**Run 1: placement by cell class**

The bar under the picture is 20 um long.
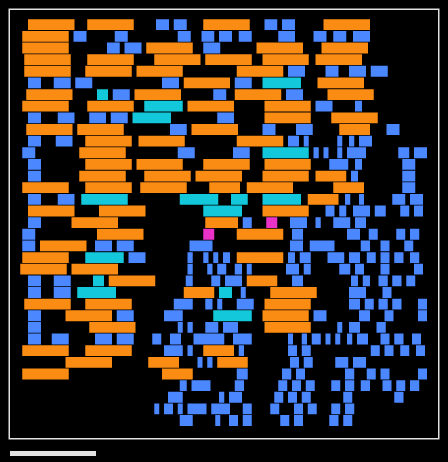
**Run 1: routing congestion map**

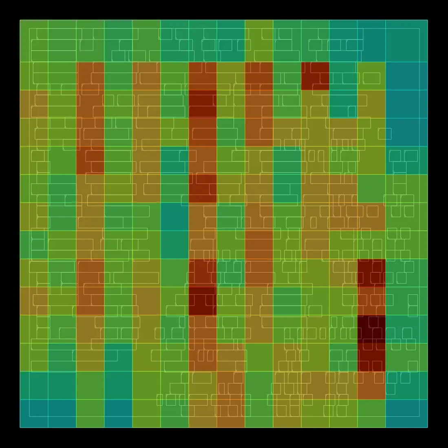
**Run 1: register map, names as in the netlist**

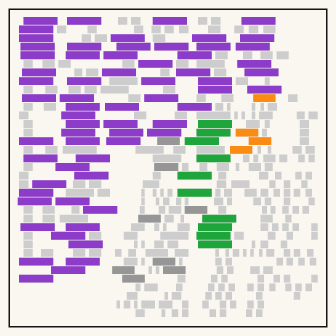
**Run 1: clock distribution**

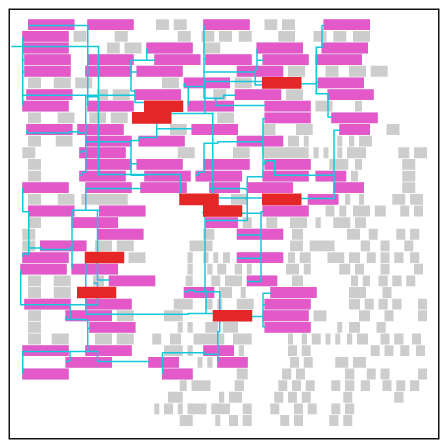
--- src/rtl/wbarb_pkg.sv ---
// Shared types and constants for the regfile write-port arbiter.
// Optional same-cycle secondary bypass is selected with WBARB_BYPASS_EN.
package wbarb_pkg;

    localparam int REG_W  = 5;
    localparam int DATA_W = 32;
    localparam logic [REG_W-1:0] REG_ZERO = 5'd0;

    typedef enum logic [1:0] {
        GNT_NONE,
        GNT_WB,
        GNT_SEC,
        GNT_FORCE
    } grant_e;

    typedef struct packed {
        logic [REG_W-1:0]  rd;
        logic [DATA_W-1:0] data;
    } entry_t;

    function automatic logic [(1<<REG_W)-1:0] rd_onehot(input logic [REG_W-1:0] rd);
        rd_onehot     = '0;
        rd_onehot[rd] = 1'b1;
    endfunction

endpackage

--- src/rtl/wbarb_fifo.sv ---
// Circular FIFO for secondary results; every slot's rd and valid bit are
// exposed so the parent can build the pending-register mask.
module wbarb_fifo
    import wbarb_pkg::*;
#(
    parameter int DEPTH = 2
) (
    input  logic                    clk,
    input  logic                    rst_n,
    input  logic                    push,
    input  logic [REG_W-1:0]        push_rd,
    input  logic [DATA_W-1:0]       push_data,
    input  logic                    pop,
    output logic [REG_W-1:0]        head_rd,
    output logic [DATA_W-1:0]       head_data,
    output logic [3:0]              count,
    output logic [DEPTH-1:0]        ent_vld,
    output logic [DEPTH*REG_W-1:0]  ent_rd
);

    localparam int PTR_W = (DEPTH > 1) ? $clog2(DEPTH) : 1;
    localparam logic [PTR_W-1:0] LAST_PTR = PTR_W'(DEPTH - 1);
    localparam logic [3:0] DEPTH_C = 4'(DEPTH);

    entry_t mem_q [DEPTH];
    entry_t mem_d [DEPTH];
    logic [DEPTH-1:0] vld_q, vld_d;
    logic [PTR_W-1:0] wr_ptr_q, wr_ptr_d;
    logic [PTR_W-1:0] rd_ptr_q, rd_ptr_d;
    logic [3:0]       count_q, count_d;
    logic             do_push, do_pop;

    // Pointers wrap modulo DEPTH, which need not be a power of two.
    function automatic logic [PTR_W-1:0] next_ptr(input logic [PTR_W-1:0] p);
        next_ptr = (p == LAST_PTR) ? '0 : p + 1'b1;
    endfunction

    always_comb begin
        do_push  = push && (count_q < DEPTH_C);
        do_pop   = pop && (count_q != 4'd0);
        mem_d    = mem_q;
        vld_d    = vld_q;
        wr_ptr_d = wr_ptr_q;
        rd_ptr_d = rd_ptr_q;
        if (do_push) begin
            mem_d[wr_ptr_q] = '{rd: push_rd, data: push_data};
            vld_d[wr_ptr_q] = 1'b1;
            wr_ptr_d        = next_ptr(wr_ptr_q);
        end
        if (do_pop) begin
            vld_d[rd_ptr_q] = 1'b0;
            rd_ptr_d        = next_ptr(rd_ptr_q);
        end
        count_d = count_q + 4'(do_push) - 4'(do_pop);
    end

    always_ff @(posedge clk) begin
        if (!rst_n) begin
            vld_q    <= '0;
            wr_ptr_q <= '0;
            rd_ptr_q <= '0;
            count_q  <= '0;
        end else begin
            vld_q    <= vld_d;
            wr_ptr_q <= wr_ptr_d;
            rd_ptr_q <= rd_ptr_d;
            count_q  <= count_d;
        end
    end

    always_ff @(posedge clk) begin
        mem_q <= mem_d;
    end

    always_comb begin
        ent_rd = '0;
        for (int i = 0; i < DEPTH; i++) begin
            ent_rd[i*REG_W +: REG_W] = mem_q[i].rd;
        end
    end

    assign ent_vld   = vld_q;
    assign count     = count_q;
    assign head_rd   = mem_q[rd_ptr_q].rd;
    assign head_data = mem_q[rd_ptr_q].data;

endmodule

--- src/rtl/wb_port_arbiter.sv ---
// Shares the regfile write port between WB (priority) and a queued secondary
// producer with starvation forcing. Define WBARB_BYPASS_EN for same-cycle bypass.
module wb_port_arbiter
    import wbarb_pkg::*;
#(
    parameter int DEPTH      = 2,
    parameter int STARVE_MAX = 4
) (
    input  logic              clk,
    input  logic              rst_n,
    input  logic              wb_we,
    input  logic [4:0]        wb_rd,
    input  logic [31:0]       wb_data,
    input  logic              sec_valid,
    input  logic [4:0]        sec_rd,
    input  logic [31:0]       sec_data,
    output logic              sec_ready,
    output logic              wb_hold,
    output logic              rf_we,
    output logic [4:0]        rf_waddr,
    output logic [31:0]       rf_wdata,
    output logic [31:0]       pend_mask,
    output logic [3:0]        fifo_count
);

    localparam logic [3:0] DEPTH_C  = 4'(DEPTH);
    localparam logic [3:0] STARVE_C = 4'(STARVE_MAX);

    logic [3:0]             starve_q, starve_d;
    logic [3:0]             count;
    logic [REG_W-1:0]       head_rd;
    logic [DATA_W-1:0]      head_data;
    logic [DEPTH-1:0]       ent_vld;
    logic [DEPTH*REG_W-1:0] ent_rd;
    logic                   fifo_empty, sec_acc, wb_req, bypass, push, pop;
    grant_e                 grant;

    assign fifo_empty = (count == 4'd0);
    assign sec_acc    = sec_valid && (count < DEPTH_C);
    assign wb_req     = wb_we && (wb_rd != REG_ZERO);

    always_comb begin
        grant  = GNT_NONE;
        bypass = 1'b0;
        if ((starve_q == STARVE_C) && !fifo_empty) begin
            grant = GNT_FORCE;
        end else if (wb_req) begin
            grant = GNT_WB;
        end else if (!fifo_empty) begin
            grant = GNT_SEC;
        end
`ifdef WBARB_BYPASS_EN
        else if (sec_acc && (sec_rd != REG_ZERO)) begin
            grant  = GNT_SEC;
            bypass = 1'b1;
        end
`endif
    end

    assign pop  = rst_n && !bypass && ((grant == GNT_FORCE) || (grant == GNT_SEC));
    assign push = rst_n && sec_acc && (sec_rd != REG_ZERO) && !bypass;

    always_comb begin
        starve_d = starve_q;
        if (fifo_empty || pop) begin
            starve_d = 4'd0;
        end else if (starve_q != STARVE_C) begin
            starve_d = starve_q + 4'd1;
        end
    end

    always_ff @(posedge clk) begin
        if (!rst_n) begin
            starve_q <= '0;
        end else begin
            starve_q <= starve_d;
        end
    end

    wbarb_fifo #(
        .DEPTH (DEPTH)
    ) u_fifo (
        .clk       (clk),
        .rst_n     (rst_n),
        .push      (push),
        .push_rd   (sec_rd),
        .push_data (sec_data),
        .pop       (pop),
        .head_rd   (head_rd),
        .head_data (head_data),
        .count     (count),
        .ent_vld   (ent_vld),
        .ent_rd    (ent_rd)
    );

    // Everything is held at zero while reset is asserted, including sec_ready.
    always_comb begin
        rf_we      = 1'b0;
        rf_waddr   = '0;
        rf_wdata   = '0;
        wb_hold    = 1'b0;
        sec_ready  = 1'b0;
        pend_mask  = '0;
        fifo_count = '0;
        if (rst_n) begin
            sec_ready  = (count < DEPTH_C);
            fifo_count = count;
            wb_hold    = (grant == GNT_FORCE) && wb_req;
            case (grant)
                GNT_WB: begin
                    rf_we    = 1'b1;
                    rf_waddr = wb_rd;
                    rf_wdata = wb_data;
                end
                GNT_SEC, GNT_FORCE: begin
                    rf_we    = 1'b1;
                    rf_waddr = bypass ? sec_rd : head_rd;
                    rf_wdata = bypass ? sec_data : head_data;
                end
                default: ;
            endcase
            for (int i = 0; i < DEPTH; i++) begin
                if (ent_vld[i]) begin
                    pend_mask = pend_mask | rd_onehot(ent_rd[i*REG_W +: REG_W]);
                end
            end
        end
    end

endmodule

--- config.mk ---
export PLATFORM = sky130hd
export DESIGN_NAME = wb_port_arbiter
export DESIGN_NICKNAME = d
export VERILOG_FILES = /design/src/rtl/wbarb_pkg.sv /design/src/rtl/wbarb_fifo.sv /design/src/rtl/wb_port_arbiter.sv
export SDC_FILE = /design/constraint.sdc
export NUM_CORES = 1
export LEC_CHECK = 0
export CAP_MARGIN = 15
export CELL_PAD_IN_SITES_DETAIL_PLACEMENT = 1
export CELL_PAD_IN_SITES_GLOBAL_PLACEMENT = 1
export CORE_MARGIN = 2
export CORE_UTILIZATION = 49
export CTS_BUF_LIST = sky130_fd_sc_hd__clkbuf_16
export DETAILED_ROUTE_END_ITERATION = 7
export DONT_BUFFER_PORTS = 1
export MAX_ROUTING_LAYER = met4
export PLACE_DENSITY_LB_ADDON = 0.3
export SYNTH_ARGS = -nofsm -noshare
export SYNTH_HDL_FRONTEND = slang
export SYNTH_HIERARCHICAL = 1
export SYNTH_SLANG_ARGS = --single-unit
--- constraint.sdc ---
create_clock -name clk -period 4 [get_ports clk]
set_clock_uncertainty 0.05 [all_clocks]
set_input_delay 0.4 -clock clk [delete_from_list [all_inputs] [get_ports clk]]
set_output_delay 0.4 -clock clk [all_outputs]
set_load 0.01 [all_outputs]
==> README.md, run 1 <==
| Stage | Parameter | Reported |
| --- | --- | --- |
| outcome | Result of the run | finished, final reports clean |
| setup path | Slowest CP cell | nor4b_1 |
| cts | Bufs on Longest Clock Path | 2 |
| timing | Final Hold Violation Tally | 0 |
| power and ir drop | Combinational power share | 22.9% |
| setup path | Data required time at the worst endpoint | 4170 ps |
| cts | Clock tree from TritonCTS | done |
| synthesis | Cell taking the most area after synthesis | edfxtp_1 |
| synthesis | # Cells Yosys | 354 |
| synthesis | Synthesis warning total | 6 |
| cts | Clock-pin slew on the worst setup and hold paths | 60 ps |
| job | Count of warning messages emitted by the tools | 28 |
| global route | Number of antenna violations at the first check in global routing | 0 |
| floorplanning | Die X | 100.0 um |
| synthesis | Post-synthesis instance area | 0.004516 mm^2 |
| placement | Routability congestion estimate from global placement | 0.8143 |
| power and ir drop | Power per Cell Area | 560.4 mW/mm^2 |
| floorplanning | DIE AREA | 0.009999 mm^2 |
| placement | Post-detail-place hpwl | 6.603 mm |
| global route | Grt met3 use | 4.805% |
| routing | Total vias in the final route | 2821 |
| timing | Highest attainable clock frequency | 349.6 MHz |
| cts | Post-CTS Setup Inserts | 0 |
| cells and area | Fill cell instance count of the final layout | 927 |
| timing | Minimum hold slack | 111.9 ps |
| synthesis | Mean cell area of the mapped netlist | 12.76 um^2 |
| setup path | R2r worst-path depth | 10 |
| power and ir drop | Clock distribution power | 0.000882 W |
| cells and area | # diodes | 0 |
| routing | Wire length on met3 | 597 um |
| timing | Unrepaired setup endpoints after global routing | false |
| power and ir drop | Static Leak | 1.560 nW |
| synthesis | Async S/R FF share, synth | 0% |
| cells and area | Seq_cells | 86 |
| global route | Total congestion overflow | 0 |
| timing | TNS Setup | 0 ps |
| timing | Setup slack after layout | 1140 ps |
| cells and area | Bufs w/o clock | 2 |
| cells and area | Area Overhead vs Synth | 5.763% |
| synthesis | Count of different cell masters after synthesis | 44 |
| synthesis | Post-synth net total | 441 |
| cells and area | Most used cells in the layout excluding fill and tap cells | 74 x edfxtp_1, 37 x a22o_1, 37 x and2_1, 37 x mux2_2, 32 x o22ai_1 |
| routing | Wire length on met2 | 5.019 mm |
| setup path | Critical path depth | 10 |
| synthesis | Total cell area reported by yosys after synthesis | 0.004516 mm^2 |
| hold path | Beginning of the worst hold path | sec_data[24] |
| cts | Clock insertion delay at the later pin of the skew report | 330 ps |
| power and ir drop | Peak supply drop | 328.9 uV |
| placement | Worst-case setup slack after placement | 1035 ps |
| timing | Final tally of setup violations | 0 |
| setup path | Worst reg2reg endpoint | u_fifo/count[2] |
| cells and area | Fraction of final layout cells with drive strength greater than 1 | 20.12% |
| hold path | Path class of the lowest-slack min-delay path | in -> reg |
| floorplanning | Floorplan Core Area | 0.009109 mm^2 |
| setup path | CP startpoint | u_fifo/count[1] |
| power and ir drop | Biggest consumer | registers |
| setup path | Max incr delay on CP | 690 ps |
| floorplanning | Pre-Place Util | 49.57% |
| power and ir drop | Total combinational power | 0.000613 W |
| timing | Time the worst path needs with I/O delays and setup | 2860 ps |
| hold path | Endpoint with the worst hold slack | u_fifo/mem_q[24] |
| cells and area | Highest-count logic cell in the final layout | edfxtp_1 |
| synthesis | Most numerous cell types in the synthesized netlist | 74 x edfxtp_1, 37 x a22o_1, 37 x and2_1, 37 x mux2_2, 32 x o22ai_1 |
| global route | Pin count of the biggest net entering global routing | 49 |
| routing | Top routing layer in use | met4 |
| floorplanning | # Taps | 111 |
| synthesis | Cells taking the most area after synthesis | edfxtp_1 49%, mux2_2 9.2%, a22o_1 7.2% |
| setup path | Critical R2R Launch | u_fifo/count[1] |
| synthesis | Synth Seq Share | 54.53% |
| setup path | Crit Path Class | reg -> reg |
| global route | Number of global-route vias before repair | 2938 |
| cells and area | Design area | 0.004776 mm^2 |
| timing | Post-route clock period utilization | 71.51% |
-- 'placement by cell class' (at the start) --
| color | class | cells | share of their area |
|---|---|---|---|
| cyan | clock drivers and dummy loads | 15 | 6.9% |
| orange | flops | 86 | 53% |
| blue | all other logic | 240 | 40% |
| magenta | other buffers and delay cells | 2 | 0.32% |

-- 'routing congestion map' (at the start) --
busiest grt layer: met2
routed wire length per instance: 21.06 um

-- 'register map, names as in the netlist' (at the start) --
| color | signal | flops |
|---|---|---|
| purple | `u_fifo/mem_q` | 64 |
| orange | `starve_q` | 4 |
| green | `u_fifo/ent_rd` | 10 |

-- 'clock distribution' (at the start) --
[magenta] flip-flops | count: 86
[red] cells driving clock nets | count: 9
[cyan] clock wires | length: 922 um
routed clock nets: 10

## run 1: cell families (layout without fill, tap and decap cells)
family                   after synthesis  count (layout)  synth area share, %
XOR/XNOR                               2               2               0.3880
AND/OR/NAND/NOR                       94              94                12.91
multiplexers                          38              38                9.449
flip-flops                            86              86                54.53
adder cells (fa/ha/maj)                9               9                2.660
buffers and inverters                 43              32                6.179
AND-OR/OR-AND                         82              82                13.88
## run 1: state kept, by name (all words and copies together) (netlist names)
name             cells
u_fifo/rd_ptr_q      1
u_fifo/count         4
u_fifo/ent_rd       10
u_fifo/wr_ptr_q      1
starve_q             4
u_fifo/ent_vld       2
u_fifo/mem_q        64
**Run 1: supply network**

Pins as bars on the die edge. Tap cells in gray.
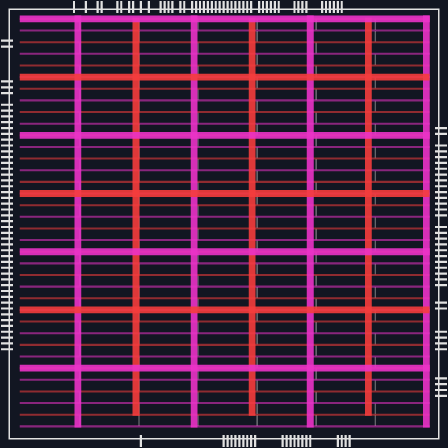

==> inputs of run 2 (changes only) <==
--- a/config.mk
+++ b/config.mk
@@ -9,7 +9,7 @@
 export CELL_PAD_IN_SITES_DETAIL_PLACEMENT = 1
 export CELL_PAD_IN_SITES_GLOBAL_PLACEMENT = 1
 export CORE_MARGIN = 2
-export CORE_UTILIZATION = 49
+export CORE_UTILIZATION = 45
 export CTS_BUF_LIST = sky130_fd_sc_hd__clkbuf_16
 export DETAILED_ROUTE_END_ITERATION = 7
 export DONT_BUFFER_PORTS = 1
==> constraint.sdc (replaced) <==
create_clock -name clk -period 2.6 [get_ports clk]
set_clock_uncertainty 0.05 [all_clocks]
set_input_delay 0.26 -clock clk [delete_from_list [all_inputs] [get_ports clk]]
set_output_delay 0.26 -clock clk [all_outputs]
set_load 0.01 [all_outputs]
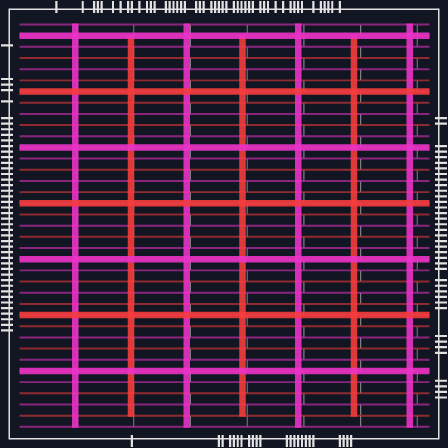
**Above:** run 2 (supply network).
Pins as bars on the die edge. Tap cells in gray.
| color | net |
|---|---|
| red | VDD |
| magenta | VSS |
tap cells: 133
met5 straps: 7

==> run 2 against run 1 <==
Effect of this change:
- die size is 8.5% higher
- largest power group unchanged
- highest routed layer unchanged
- synthesized area stayed put
- cell area is 10% higher
- cell count is 15% higher
- largest cell class unchanged
==> README.md, run 2 <==
| Stage | Parameter | Reported | Change |
| --- | --- | --- | --- |
| job | Count of warning messages emitted by the tools | 29 | was 28 |
| synthesis | Count leader, synth | edfxtp_1 | unchanged |
| synthesis | Synth Seq Share | 54.53% | unchanged |
| setup path | R2r worst-path depth | 11 | was 10 |
| synthesis | Mean cell area of the mapped netlist | 12.76 um^2 | unchanged |
| routing | Number of iterations in the first detailed-routing pass | 4 | unchanged |
| timing | Transition time of the tightest slew-check pin | 422.7 ps | was 980.3 ps |
| power and ir drop | Power per Cell Area | 791.7 mW/mm^2 | was 560.4 mW/mm^2 |
| floorplanning | Pre-Place Util | 46.20% | was 49.57% |
| cells and area | Max FFs per register | 64 | unchanged |
| floorplanning | DIE AREA | 0.01085 mm^2 | was 0.009999 mm^2 |
| cells and area | Post-route non-filler standard cell count | 523 | was 454 |
| routing | Post-route ant nets | 0 | unchanged |
| synthesis | Dominant register cell in the synthesized netlist | edfxtp_1 | unchanged |
| synthesis | Synthesis warning total | 6 | unchanged |
| timing | Post-route clock period utilization | 96.02% |  |
| cts | Number of clock sinks | 86 | unchanged |
| cts | Post_cts resized | 0 | unchanged |
| cells and area | Area Overhead vs Synth | 16.57% | was 5.763% |
| power and ir drop | Peak supply drop | 396.3 uV | was 328.9 uV |
| hold path | Cells on Worst Hold Path | 2 | was 0 |
| timing | Time the worst path needs with I/O delays and setup | 2496 ps |  |
| setup path | Slowest CP cell | or4_4 | was nor4b_1 |
| floorplanning | Number of standard-cell rows in the floorplan | 36 | was 35 |
| timing | Worst max-slew margin expressed relative to the limit | 71.82% | was 34.65% |
| setup path | Worst reg2reg endpoint | u_fifo/count[1] | was u_fifo/count[2] |
| global route | Number of antenna violations at the first check in global routing | 1 | was 0 |
| cells and area | End-of-flow core utilization | 53.85% | was 52.43% |
| setup path | Last element of the critical path | rf_wdata[27] | was u_fifo/count[2] |
| synthesis | Async S/R FF share, synth | 0% | unchanged |
| timing | Minimum hold slack | 31.05 ps | was 111.9 ps |
| synthesis | Fraction of post-synthesis cell area in the top cell type by area | 49.21% | unchanged |
| cells and area | Storage element area | 0.002464 mm^2 | unchanged |
| hold path | Beginning of the worst hold path | rst_n | was sec_data[24] |
| setup path | Critical R2R Launch | u_fifo/count[3] | was u_fifo/count[1] |
| cells and area | Net count reported at finish | 471 | was 426 |
| cells and area | Highest-count logic cell in the final layout | edfxtp_1 | unchanged |
| timing | Final Hold Violation Tally | 0 | unchanged |
| cells and area | Most used cells in the layout excluding fill and tap cells | 74 x edfxtp_1, 38 x dlygate4sd3_1, 37 x a22o_1, 37 x and2_1, 37 x mux2_2 | was 74 x edfxtp_1, 37 x a22o_1, 37 x and2_1, 37 x mux2_2, 32 x o22ai_1 |
| global route | Pin count of the biggest net entering global routing | 49 | unchanged |
| timing | Final tally of setup violations | 0 | unchanged |
| power and ir drop | Post-layout total power | 0.004167 W | was 0.002676 W |
| synthesis | Count of flip-flops with a built-in enable after synthesis | 74 | unchanged |
| synthesis | XORs/XNORs by Area | 0.3879% | unchanged |
| synthesis | # Cells Yosys | 354 | unchanged |
| timing | TNS Setup | 0 ps | unchanged |
| placement | Worst-case setup slack after placement | 6.773 ps | was 1035 ps |
| power and ir drop | Static Leak | 1.752 nW | was 1.560 nW |
| outcome | Result of the run | finished, final reports clean | unchanged |
| routing | Routed wire length per instance | 20.44 um | was 21.06 um |
| cts | H-tree levels | 3 | unchanged |
| cts | Number of hold buffers added after CTS | 38 | was 0 |
| setup path | Worst setup slack for register-to-register paths | 110 ps | was 1140 ps |
| synthesis | Post-synth net total | 441 | unchanged |
| synthesis | Multiplexer fraction of the synthesized cell area | 9.449% | unchanged |
| timing | Setup slack after layout | 103.6 ps | was 1140 ps |
| cells and area | Fraction of final layout cells with drive strength greater than 1 | 21.34% | was 20.12% |
| global route | Total congestion overflow | 0 | unchanged |
| cts | Post-CTS Setup Inserts | 0 | unchanged |
| setup path | Critical path depth | 5 | was 10 |
| floorplanning | Floorplan Core Area | 0.009774 mm^2 | was 0.009109 mm^2 |
| setup path | Largest fanout on the critical path | 32 | was 8 |
| synthesis | Dominant combinational family | AND-OR/OR-AND gates | unchanged |
| synthesis | Cells taking the most area after synthesis | edfxtp_1 49%, mux2_2 9.2%, a22o_1 7.2% | unchanged |
| setup path | Data required time at the worst endpoint | 2290 ps | was 4170 ps |
| synthesis | Number of instances in the synthesized netlist | 354 | unchanged |
| routing | Number of DRC markers in iteration 0 | 196 | was 105 |
| synthesis | Total cell area reported by yosys after synthesis | 0.004516 mm^2 | unchanged |
| setup path | Crit Path Class | reg -> out | was reg -> reg |
| synthesis | Compound-gate portion of the synthesized area | 13.88% | unchanged |
| cells and area | Design area | 0.005264 mm^2 | was 0.004776 mm^2 |
| synthesis | Most numerous cell types in the synthesized netlist | 74 x edfxtp_1, 37 x a22o_1, 37 x and2_1, 37 x mux2_2, 32 x o22ai_1 | unchanged |
| cts | Clock insertion delay at the later pin of the skew report | 330 ps | about the same |
| setup path | Critical Path AT | 2190 ps | was 3030 ps |
| routing | Total vias in the final route | 3040 | was 2821 |
| synthesis | Fa+ha+maj area frac | 2.660% | unchanged |
| setup path | Cell breakdown of the critical path | or4_4 > buf_4 > nand2b_2 > and3_4 > a22o_1 | was nor4b_1 > o311a_1 > nand3_1 > ha_1 > inv_1 > ha_1 > inv_1 > fa_1 > xor2_1 > nor2_1 |
| hold path | Path class of the lowest-slack min-delay path | in -> reg | unchanged |
| setup path | Crit path launch type | flop | unchanged |
| placement | Post-detail-place hpwl | 6.999 mm | was 6.603 mm |
| global route | Global-route wire length before repair | 16.72 mm | was 14.42 mm |
| placement | Routability congestion estimate from global placement | 0.7879 | was 0.8143 |
| floorplanning | Die X | 104.2 um | was 100.0 um |
| hold path | Endpoint with the worst hold slack | u_fifo/count[3] | was u_fifo/mem_q[24] |
| synthesis | Count of different cell masters after synthesis | 44 | unchanged |
| cts | Bufs on Longest Clock Path | 2 | unchanged |
| cells and area | Fill cell instance count of the final layout | 979 | was 927 |
| synthesis | Registers, synthesis | 86 | unchanged |
| global route | Gr usage total | 20.10% | was 19.41% |
| synthesis | Simple-gate share of the synthesized area | 12.91% | unchanged |
| global route | Number of global-route vias before repair | 3197 | was 2938 |
| routing | Detailed-route DRC error count | 0 | unchanged |
| cts | Clock tree from TritonCTS | done | unchanged |
| cts | Clock-pin slew on the worst setup and hold paths | 60 ps | about the same |
| cells and area | Register with the most flip-flops | u_fifo/mem_q | unchanged |
| setup path | Max incr delay on CP | 560 ps | was 690 ps |
| timing | Highest attainable clock frequency | 400.6 MHz |  |
| setup path | CP startpoint | u_fifo/count[3] | was u_fifo/count[1] |
| job | Maximum Capacitance Violations | 0 | unchanged |
| timing | Final count of pins violating max slew | 0 | unchanged |
| synthesis | Cell taking the most area after synthesis | edfxtp_1 | unchanged |
| synthesis | Post-synthesis instance area | 0.004516 mm^2 | unchanged |
[run 2: cell counts after synthesis]
No cell type changed its count.
[run 2: metal layers]
metal | vias up | track usage [%] | part of all wire (%)
li1 | 1423 | - | -
met1 | 1490 | 22.66 | 42
met2 | 114 | 34.96 | 52
met3 | 13 | 5.075 | 4.9
met4 | 0 | 6.660 | 1.2
met5 | - | - | 0
[run 2: area by class of cell]
cell class,instances,area share [%]
Antenna cell,1,0.04754
Clock buffer,9,4.279
Clock inverter,7,1.093
Inverter,15,1.117
Multi-Input combinational cell,225,34.28
Sequential cell,86,46.80
Tap cell,133,3.161
Timing Repair Buffer,47,9.223
[run 2: where the power goes]
group	total (W)	internal, W	switching [W]
combinational	0.00116	0.000522	0.000637
sequential	0.00179	0.00169	0.0000999
clock	0.00122	0.000661	0.000560
**Run 2: register map, names as in the netlist**

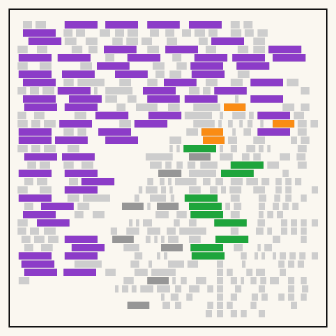

==> inputs of run 3 (changes only) <==
--- a/config.mk
+++ b/config.mk
@@ -14,7 +14,7 @@
 export DETAILED_ROUTE_END_ITERATION = 7
 export DONT_BUFFER_PORTS = 1
 export MAX_ROUTING_LAYER = met4
-export PLACE_DENSITY_LB_ADDON = 0.3
+export PLACE_DENSITY = 0.75
 export SYNTH_ARGS = -nofsm -noshare
 export SYNTH_HDL_FRONTEND = slang
 export SYNTH_HIERARCHICAL = 1
==> constraint.sdc (replaced) <==
create_clock -name clk -period 2.15 [get_ports clk]
set_clock_uncertainty 0.05 [all_clocks]
set_input_delay 0.215 -clock clk [delete_from_list [all_inputs] [get_ports clk]]
set_output_delay 0.215 -clock clk [all_outputs]
set_load 0.01 [all_outputs]
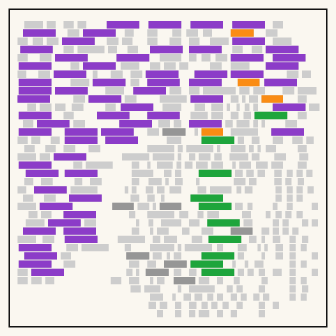
**Above:** run 3 (register map, names as in the netlist).
| color | signal | flops |
|---|---|---|
| orange | `starve_q` | 4 |
| green | `u_fifo/ent_rd` | 10 |
| purple | `u_fifo/mem_q` | 64 |
not colored: 8

==> run 3 against run 2 <==
Effect of this change:
- the run now ends with negative setup slack left
- cell area grew 9.5%
- sequential power grew 21%
- total power grew 35%
- register-to-register slack lost 230 ps
- cell count grew 5.7%
- flip-flop count is the same
- highest routed layer unchanged
- non-clock buffer count grew 28
- global-route usage grew 3.2 points
- worst setup slack lost 240 ps
==> README.md, run 3 <==
| Stage | Parameter | Reported | Change |
| --- | --- | --- | --- |
| timing | TNS Setup | -3986 ps | was 0 ps |
| setup path | Critical Path AT | 2020 ps | was 2190 ps |
| global route | Global-route wire length before repair | 18.98 mm | was 16.72 mm |
| global route | Busiest grt layer | met2 | unchanged |
| cells and area | Most used cells in the layout excluding fill and tap cells | 74 x edfxtp_1, 41 x dlygate4sd3_1, 37 x and2_1, 37 x mux2_2, 32 x o22ai_1 | was 74 x edfxtp_1, 38 x dlygate4sd3_1, 37 x a22o_1, 37 x and2_1, 37 x mux2_2 |
| floorplanning | DIE AREA | 0.01085 mm^2 | unchanged |
| cells and area | Register with the most flip-flops | u_fifo/mem_q | unchanged |
| job | Count of warning messages emitted by the tools | 32 | was 29 |
| synthesis | Synthesis warning total | 6 | unchanged |
| global route | Global Route met1 Usage | 26.40% | was 22.66% |
| synthesis | Multiplexer fraction of the synthesized cell area | 9.449% | unchanged |
| routing | Post-route met1 wirelength | 5.049 mm | was 4.511 mm |
| setup path | Critical path depth | 5 | unchanged |
| synthesis | Mean cell area of the mapped netlist | 12.76 um^2 | unchanged |
| setup path | Largest fanout on the critical path | 8 | was 32 |
| cts | Clock tree from TritonCTS | done | unchanged |
| synthesis | Fa+ha+maj area frac | 2.660% | unchanged |
| cts | Number of clock sinks | 86 | unchanged |
| synthesis | Async S/R FF share, synth | 0% | unchanged |
| timing | Worst max-slew margin expressed relative to the limit | 73.89% | was 71.82% |
| global route | Grt met3 use | 4.699% | was 5.075% |
| timing | Minimum hold slack | 62.76 ps | was 31.05 ps |
| timing | Transition time of the tightest slew-check pin | 390.5 ps | was 422.7 ps |
| setup path | Crit path launch type | flop | unchanged |
| power and ir drop | Switching power | 0.001738 W | was 0.001297 W |
| setup path | CP startpoint | u_fifo/count[2] | was u_fifo/count[3] |
| routing | Detailed-route DRC error count | 0 | unchanged |
| synthesis | Compound-gate portion of the synthesized area | 13.88% | unchanged |
| setup path | Data required time at the worst endpoint | 1880 ps | was 2290 ps |
| routing | Post-route ant nets | 0 | unchanged |
| routing | Number of DRC markers in iteration 0 | 172 | was 196 |
| timing | Final count of pins violating max slew | 0 | unchanged |
| timing | Final tally of setup violations | 40 | was 0 |
| global route | Number of global-route vias before repair | 3481 | was 3197 |
| power and ir drop | Combinational power share | 33.6% | was 27.8% |
| cells and area | Net count reported at finish | 502 | was 471 |
| routing | Number of iterations in the first detailed-routing pass | 4 | unchanged |
| floorplanning | Number of standard-cell rows in the floorplan | 36 | unchanged |
| synthesis | Dominant combinational family | AND-OR/OR-AND gates | unchanged |
| timing | Time the worst path needs with I/O delays and setup | 2289 ps |  |
| routing | Total vias in the final route | 3284 | was 3040 |
| outcome | Failing checks | negative setup slack |  |
| floorplanning | Pre-Place Util | 46.20% | unchanged |
| timing | Highest attainable clock frequency | 436.9 MHz |  |
| synthesis | Count of different cell masters after synthesis | 44 | unchanged |
| synthesis | Simple-gate share of the synthesized area | 12.91% | unchanged |
| cells and area | Max FFs per register | 64 | unchanged |
| cts | Clock insertion delay at the later pin of the skew report | 330 ps | about the same |
| synthesis | Number of instances in the synthesized netlist | 354 | unchanged |
| power and ir drop | Post-layout total power | 0.005643 W | was 0.004167 W |
| setup path | Cell breakdown of the critical path | or4_4 > buf_6 > nand2b_4 > and3_4 > a22o_1 | was or4_4 > buf_4 > nand2b_2 > and3_4 > a22o_1 |
| routing | Top routing layer in use | met4 | unchanged |
| setup path | Critical R2R Launch | u_fifo/count[2] | was u_fifo/count[3] |
| floorplanning | Floorplan Core Area | 0.009774 mm^2 | unchanged |
| global route | Total congestion overflow | 0 | unchanged |
| power and ir drop | Peak supply drop | 504.6 uV | was 396.3 uV |
| placement | Post-detail-place hpwl | 7.439 mm | was 6.999 mm |
| cells and area | Highest-count logic cell in the final layout | edfxtp_1 | unchanged |
| cts | Number of hold buffers added after CTS | 40 | was 38 |
| cts | Clock-pin slew on the worst setup and hold paths | 70 ps | was 60 ps |
| synthesis | Registers, synthesis | 86 | unchanged |
| synthesis | Count of flip-flops with a built-in enable after synthesis | 74 | unchanged |
| synthesis | Cell taking the most area after synthesis | edfxtp_1 | unchanged |
| cts | H-tree levels | 3 | unchanged |
| timing | Post-route clock period utilization | 106.5% |  |
| routing | Wire length on met2 | 6.821 mm | was 5.526 mm |
| power and ir drop | Static Leak | 2.005 nW | was 1.752 nW |
| routing | Wire length on met3 | 678 um | was 524 um |
| setup path | Last element of the critical path | rf_wdata[8] | was rf_wdata[27] |
| global route | Number of antenna violations at the first check in global routing | 0 | was 1 |
| cts | Post-CTS Setup Inserts | 2 | was 0 |
| synthesis | Dominant register cell in the synthesized netlist | edfxtp_1 | unchanged |
| cts | Bufs on Longest Clock Path | 2 | unchanged |
| floorplanning | Die X | 104.2 um | unchanged |
| cts | Post_cts resized | 19 | was 0 |
| setup path | R2r worst-path depth | 11 | unchanged |
| power and ir drop | Power per Cell Area | 979.1 mW/mm^2 | was 791.7 mW/mm^2 |
| cells and area | Post-route non-filler standard cell count | 553 | was 523 |
| cells and area | Design area | 0.005763 mm^2 | was 0.005264 mm^2 |
| setup path | Slowest CP cell | or4_4 | unchanged |
| timing | Setup slack after layout | -139.0 ps | was 103.6 ps |
| setup path | Max incr delay on CP | 550 ps | was 560 ps |
| timing | Unrepaired setup endpoints after global routing | true |  |
| cells and area | Area Overhead vs Synth | 27.63% | was 16.57% |
| setup path | Worst reg2reg endpoint | u_fifo/count[1] | unchanged |
| setup path | Worst setup slack for register-to-register paths | -120 ps | was 110 ps |
| cells and area | End-of-flow core utilization | 58.96% | was 53.85% |
| power and ir drop | Clock power share | 28.2% | was 29.3% |
| synthesis | Most numerous cell types in the synthesized netlist | 74 x edfxtp_1, 37 x a22o_1, 37 x and2_1, 37 x mux2_2, 32 x o22ai_1 | unchanged |
| synthesis | Total cell area reported by yosys after synthesis | 0.004516 mm^2 | unchanged |
| timing | Final Hold Violation Tally | 0 | unchanged |
| power and ir drop | Cell internal pwr | 0.003905 W | was 0.002870 W |
| synthesis | Cells taking the most area after synthesis | edfxtp_1 49%, mux2_2 9.2%, a22o_1 7.2% | unchanged |
| outcome | Result of the run | finished, violations left | was finished, final reports clean |
| global route | Gr usage total | 23.25% | was 20.10% |
| synthesis | Synth Seq Share | 54.53% | unchanged |
| cells and area | Fraction of final layout cells with drive strength greater than 1 | 33.33% | was 21.34% |
| synthesis | XORs/XNORs by Area | 0.3879% | unchanged |
| job | Maximum Capacitance Violations | 0 | unchanged |
| synthesis | Post-synth net total | 441 | unchanged |
| hold path | Endpoint with the worst hold slack | starve_q[2] | was u_fifo/count[3] |
| global route | Pin count of the biggest net entering global routing | 52 | was 49 |
| global route | Global-route met2 utilization | 41.40% | was 34.96% |
| power and ir drop | Sequential fraction of design power | 38.2% | was 42.9% |
[run 3: layout make-up]
| cell class | instances | area, um^2 | share of cell area, % |
|---|---|---|---|
| sequential | 86 | 2469 | 42.84 |
| multi-input combinational | 228 | 2031 | 35.24 |
| timing repair buffer | 75 | 729.5 | 12.66 |
| clock buffer | 9 | 225.2 | 3.908 |
| tap | 133 | 166.4 | 2.888 |
| clock inverter | 7 | 80.08 | 1.389 |
| inverter | 15 | 62.56 | 1.086 |
[run 3: power groups by stage]
stage	Combinational [W]	Clock, W	Sequential, W
3_3_place_gp	0.00147	0	0.00215
2_1_floorplan	0.00110	0	0.00214
4_1_cts	0.00178	0.00162	0.00214
6_report	0.00189	0.00159	0.00216
3_5_place_dp	0.00152	0	0.00216
5_1_grt	0.00205	0.00168	0.00217
No activity file was given, so power comes from the tool's default toggle rates.
